$ cat src/rtl/riscv_pkg.sv
// Shared RISC-V core types: data width, register address width and word/address typedefs.
package riscv_pkg;

  localparam int unsigned XLEN   = 32;
  localparam int unsigned REG_AW = 5;

  typedef logic [REG_AW-1:0] reg_addr_t;
  typedef logic [XLEN-1:0]   xword_t;

endpackage

$ cat src/rtl/riscv_wb_scoreboard.sv
// Per-register pending-write scoreboard for decode RAW-hazard stalls and writeback checking.
// Optional REGFILE_BYPASS_EN: busy drops in the cycle the last pending write retires.
module riscv_wb_scoreboard
  import riscv_pkg::*;
#(
  parameter int unsigned NREGS  = 32,
  parameter int unsigned PEND_W = 2
) (
  input  logic      clk_i,
  input  logic      reset_i,
  input  logic      iss_e_i,
  input  reg_addr_t iss_rd_i,
  input  logic      wb_e_i,
  input  reg_addr_t wb_a_i,
  input  reg_addr_t rs1_a_i,
  input  reg_addr_t rs2_a_i,
  output logic      iss_rdy_o,
  output logic      rs1_busy_o,
  output logic      rs2_busy_o,
  output logic      wb_err_o
);

  localparam logic [PEND_W-1:0] PendMax = '1;

  logic [PEND_W-1:0] pend_q [NREGS];
  logic [PEND_W-1:0] pend_d [NREGS];
  logic              wb_err_q, wb_err_d;

  assign iss_rdy_o = (iss_rd_i == '0) || (pend_q[iss_rd_i] != PendMax);

  always_comb begin
    logic inc;
    logic dec;
    inc = 1'b0;
    dec = 1'b0;
    for (int r = 0; r < NREGS; r++) begin
      pend_d[r] = pend_q[r];
    end
    for (int r = 1; r < NREGS; r++) begin
      inc = iss_e_i && (iss_rd_i == reg_addr_t'(r)) && iss_rdy_o;
      dec = wb_e_i && (wb_a_i == reg_addr_t'(r)) && (pend_q[r] != '0);
      if (inc && !dec) begin
        pend_d[r] = pend_q[r] + 1'b1;
      end else if (dec && !inc) begin
        pend_d[r] = pend_q[r] - 1'b1;
      end
    end
  end

  assign wb_err_d = wb_err_q | (wb_e_i && (wb_a_i != '0) && (pend_q[wb_a_i] == '0));

`ifdef REGFILE_BYPASS_EN
  logic wb_retire_last;
  // A simultaneous issue to the same rd keeps the register pending, so no early release.
  assign wb_retire_last = wb_e_i && (wb_a_i != '0) && (pend_q[wb_a_i] == PEND_W'(1)) &&
                          !(iss_e_i && (iss_rd_i == wb_a_i) && iss_rdy_o);
  assign rs1_busy_o = (rs1_a_i != '0) && (pend_q[rs1_a_i] != '0) &&
                      !(wb_retire_last && (wb_a_i == rs1_a_i));
  assign rs2_busy_o = (rs2_a_i != '0) && (pend_q[rs2_a_i] != '0) &&
                      !(wb_retire_last && (wb_a_i == rs2_a_i));
`else
  assign rs1_busy_o = (rs1_a_i != '0) && (pend_q[rs1_a_i] != '0);
  assign rs2_busy_o = (rs2_a_i != '0) && (pend_q[rs2_a_i] != '0);
`endif

  assign wb_err_o = wb_err_q;

  always_ff @(posedge clk_i) begin
    if (reset_i) begin
      for (int r = 0; r < NREGS; r++) begin
        pend_q[r] <= '0;
      end
      wb_err_q <= 1'b0;
    end else begin
      for (int r = 0; r < NREGS; r++) begin
        pend_q[r] <= pend_d[r];
      end
      wb_err_q <= wb_err_d;
    end
  end

endmodule

$ cat src/rtl/riscv_regfile_wb.sv
// Register file x0..x31 with writeback port, two decode read ports and a pending-write scoreboard.
// Optional REGFILE_BYPASS_EN: writeback data is forwarded to rs1_d/rs2_d in the same cycle.
module riscv_regfile_wb
  import riscv_pkg::*;
#(
  parameter int unsigned XLEN   = riscv_pkg::XLEN,
  parameter int unsigned NREGS  = 32,
  parameter int unsigned PEND_W = 2
) (
  input  logic            clk,
  input  logic            reset,
  input  logic            wb_e,
  input  logic [4:0]      wb_a,
  input  logic [XLEN-1:0] wb_d,
  input  logic [4:0]      rs1_a,
  output logic [XLEN-1:0] rs1_d,
  output logic            rs1_busy,
  input  logic [4:0]      rs2_a,
  output logic [XLEN-1:0] rs2_d,
  output logic            rs2_busy,
  input  logic            iss_e,
  input  logic [4:0]      iss_rd,
  output logic            iss_rdy,
  output logic            wb_err,
  input  logic [4:0]      dbg_a,
  output logic [XLEN-1:0] dbg_d
);

  // Entry 0 is never written, so reads of x0 return zero without a special case.
  logic [XLEN-1:0] regs_q [NREGS];

  always_ff @(posedge clk) begin
    if (reset) begin
      for (int r = 0; r < NREGS; r++) begin
        regs_q[r] <= '0;
      end
    end else if (wb_e && (wb_a != '0)) begin
      regs_q[wb_a] <= wb_d;
    end
  end

  always_comb begin
    rs1_d = regs_q[rs1_a];
    rs2_d = regs_q[rs2_a];
`ifdef REGFILE_BYPASS_EN
    if (wb_e && (wb_a != '0) && (wb_a == rs1_a)) begin
      rs1_d = wb_d;
    end
    if (wb_e && (wb_a != '0) && (wb_a == rs2_a)) begin
      rs2_d = wb_d;
    end
`endif
  end

  assign dbg_d = regs_q[dbg_a];

  riscv_wb_scoreboard #(
    .NREGS  (NREGS),
    .PEND_W (PEND_W)
  ) u_scoreboard (
    .clk_i      (clk),
    .reset_i    (reset),
    .iss_e_i    (iss_e),
    .iss_rd_i   (iss_rd),
    .wb_e_i     (wb_e),
    .wb_a_i     (wb_a),
    .rs1_a_i    (rs1_a),
    .rs2_a_i    (rs2_a),
    .iss_rdy_o  (iss_rdy),
    .rs1_busy_o (rs1_busy),
    .rs2_busy_o (rs2_busy),
    .wb_err_o   (wb_err)
  );

endmodule
$ cat config.mk
export PLATFORM = sky130hd
export DESIGN_NAME = riscv_regfile_wb
export DESIGN_NICKNAME = d
export VERILOG_FILES = /design/src/rtl/riscv_pkg.sv /design/src/rtl/riscv_wb_scoreboard.sv /design/src/rtl/riscv_regfile_wb.sv
export SDC_FILE = /design/constraint.sdc
export NUM_CORES = 2
export LEC_CHECK = 0
export CAP_MARGIN = 20
export CORE_ASPECT_RATIO = 1.25
export CORE_MARGIN = 3
export CORE_UTILIZATION = 45
export CTS_CLUSTER_DIAMETER = 50
export DETAILED_ROUTE_END_ITERATION = 16
export PLACE_DENSITY = 0.65
export RECOVER_POWER = 100
export SYNTH_ARGS = -nofsm -noshare
export SYNTH_HDL_FRONTEND = slang
export SYNTH_SLANG_ARGS = --single-unit
export TNS_END_PERCENT = 50
$ cat constraint.sdc
create_clock -name clk -period 8.05 [get_ports clk]
set_input_delay 1.2075 -clock clk [delete_from_list [all_inputs] [get_ports clk]]
set_output_delay 1.2075 -clock clk [all_outputs]
set_load 0.03 [all_outputs]
==> metrics.yaml <==
status:
  status: "finished with violations"
  violations: "max-capacitance violations, max-slew violations"
worst_hold_path:
  hold_path_class: "reg -> reg"
synthesis:
  ys_cells: 4155
  synthCells: 4155
  ys_chip_area_um2: 66800
  yosysWarnings: 0
  syn_area_um2: 66800
  yosys-top-cells-area: "edfxtp_1 (46%), mux4_2 (33%), and2_1 (9.4%)"
  synthFlopType: "edfxtp_1"
  ys_seq_share_pct: 47.9
job:
  cap_violations: 56
clock_network:
  ctsResizeCount: 0
  numCtsBuffers: 121
  cts_buffer_depth: 3
  hold_buffers: 0
  cts_sinks: 1087
floorplanning:
  die_y_um: 437
  dieWidth_um: 351
layout:
  drive_gt1_share_pct: 32.6
power_and_ir_drop:
  vdd_drop_max_mv: 0.176
  swShare_pct: 27.1
setup_path:
  crit_fanout: 36
  critPathRequiredTime_ns: 8.38
  cp.arrival_ns: 7.46
final_timing:
  fin_worst_skew_ns: 0.0122
  finalCritPeriodShare_pct: 88.6
  slew_viol_final: 1973
  min_period_ns: 7.13
global_route:
  grt_pass1_vias: 42600
  grt_overflow_total: 0
drt:
  via_per_inst: 6.98
==> layer usage <==
layer,global-route usage [%],vias up,part of all wire [%]
met5,0,-,0.021
met4,15.7,8,5.9
met3,6.11,708,12
met2,49.0,3249,48
met1,40.1,22300,35
li1,-,16400,-
==> power by group through the flow <==
stage	Clock (mW)	Combinational, mW	Sequential (mW)
6_report	5.48	2.46	6.71
3_5_place_dp	0	2.47	6.81
5_1_grt	5.71	2.53	6.74
2_1_floorplan	0	1.65	6.72
4_1_cts	5.50	2.48	6.69
3_3_place_gp	0	2.47	6.78
==> stage by stage <==
stage / total power, mW / area [um2] / hold slack, ns / cells / util [%]
2_1_floorplan: 8.38 / 66900 / 0.467 / 4186 / -
5_1_grt: 15.0 / 73600 / 0.533 / 6103 / 50.1
6_report: 14.6 / 73600 / 0.497 / 6117 / 50.1
3_3_place_gp: 9.25 / 70000 / 0.484 / 5875 / 47.6
4_1_cts: 14.7 / 73800 / 0.503 / 6100 / 50.2
3_5_place_dp: 9.28 / 70000 / 0.494 / 5875 / 47.6
==> final timing paths <==
path	slack, ns	end	cells after the start	from
max	0.92	regs_q[2][18]	6	wb_a[0]
min	0.50	u_scoreboard.pend_q[4][1]	2	u_scoreboard.pend_q[4][1]
max reg2reg	5.29	u_scoreboard.pend_q[18][1]	8	u_scoreboard.pend_q[19][0]
min reg2reg	0.50	u_scoreboard.pend_q[4][1]	2	u_scoreboard.pend_q[4][1]
==> cell type report <==
cell class / instances / area, um2
Clock buffer: 150 / 3180
Inverter: 3 / 16.3
Tap cell: 1908 / 2390
Multi-Input combinational cell: 2640 / 33100
Clock inverter: 75 / 669
Timing Repair Buffer: 237 / 2210
Sequential cell: 1087 / 32000
Antenna cell: 17 / 42.5
Fill cell: 12000 / 73300
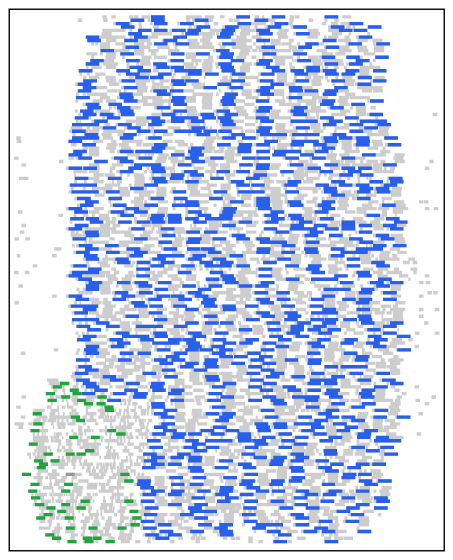
Fig. 1. Where the registers sit.
Other sequential cells in the stronger gray, the rest of the logic in the fainter gray.
- green: u_scoreboard.pend_q (flops 62; where bottom left)
- blue: regs_q (flops 1,024)

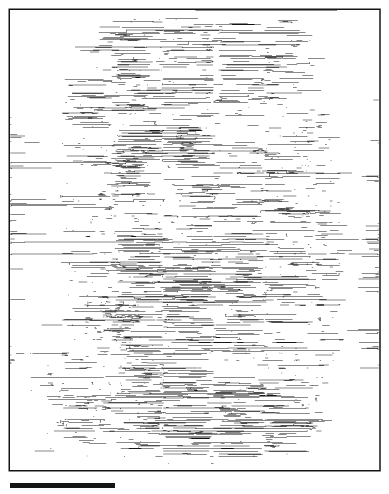
Fig. 2. Met3 routing.
The bar under the picture is 100 um long.
- wire length on this layer: 27.5 mm
- share of all routed wire: 12%
- longest straight run: 134 um
- main direction: horizontal

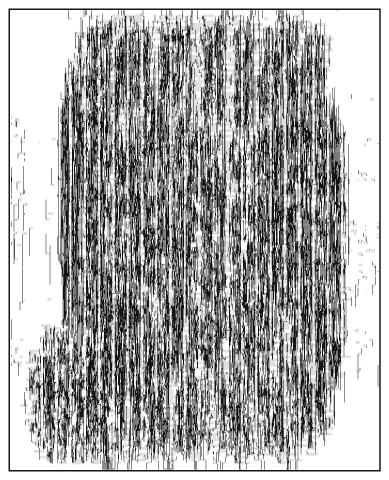
Fig. 3. Signal wires on met2.
- longest straight run: 264 um
- share of all routed wire: 48%
vias post-DR: 42,700
GRT met2 Usage: 49.0%
final wirelength: 234,000 um

Power and IR drop assume default switching activity.
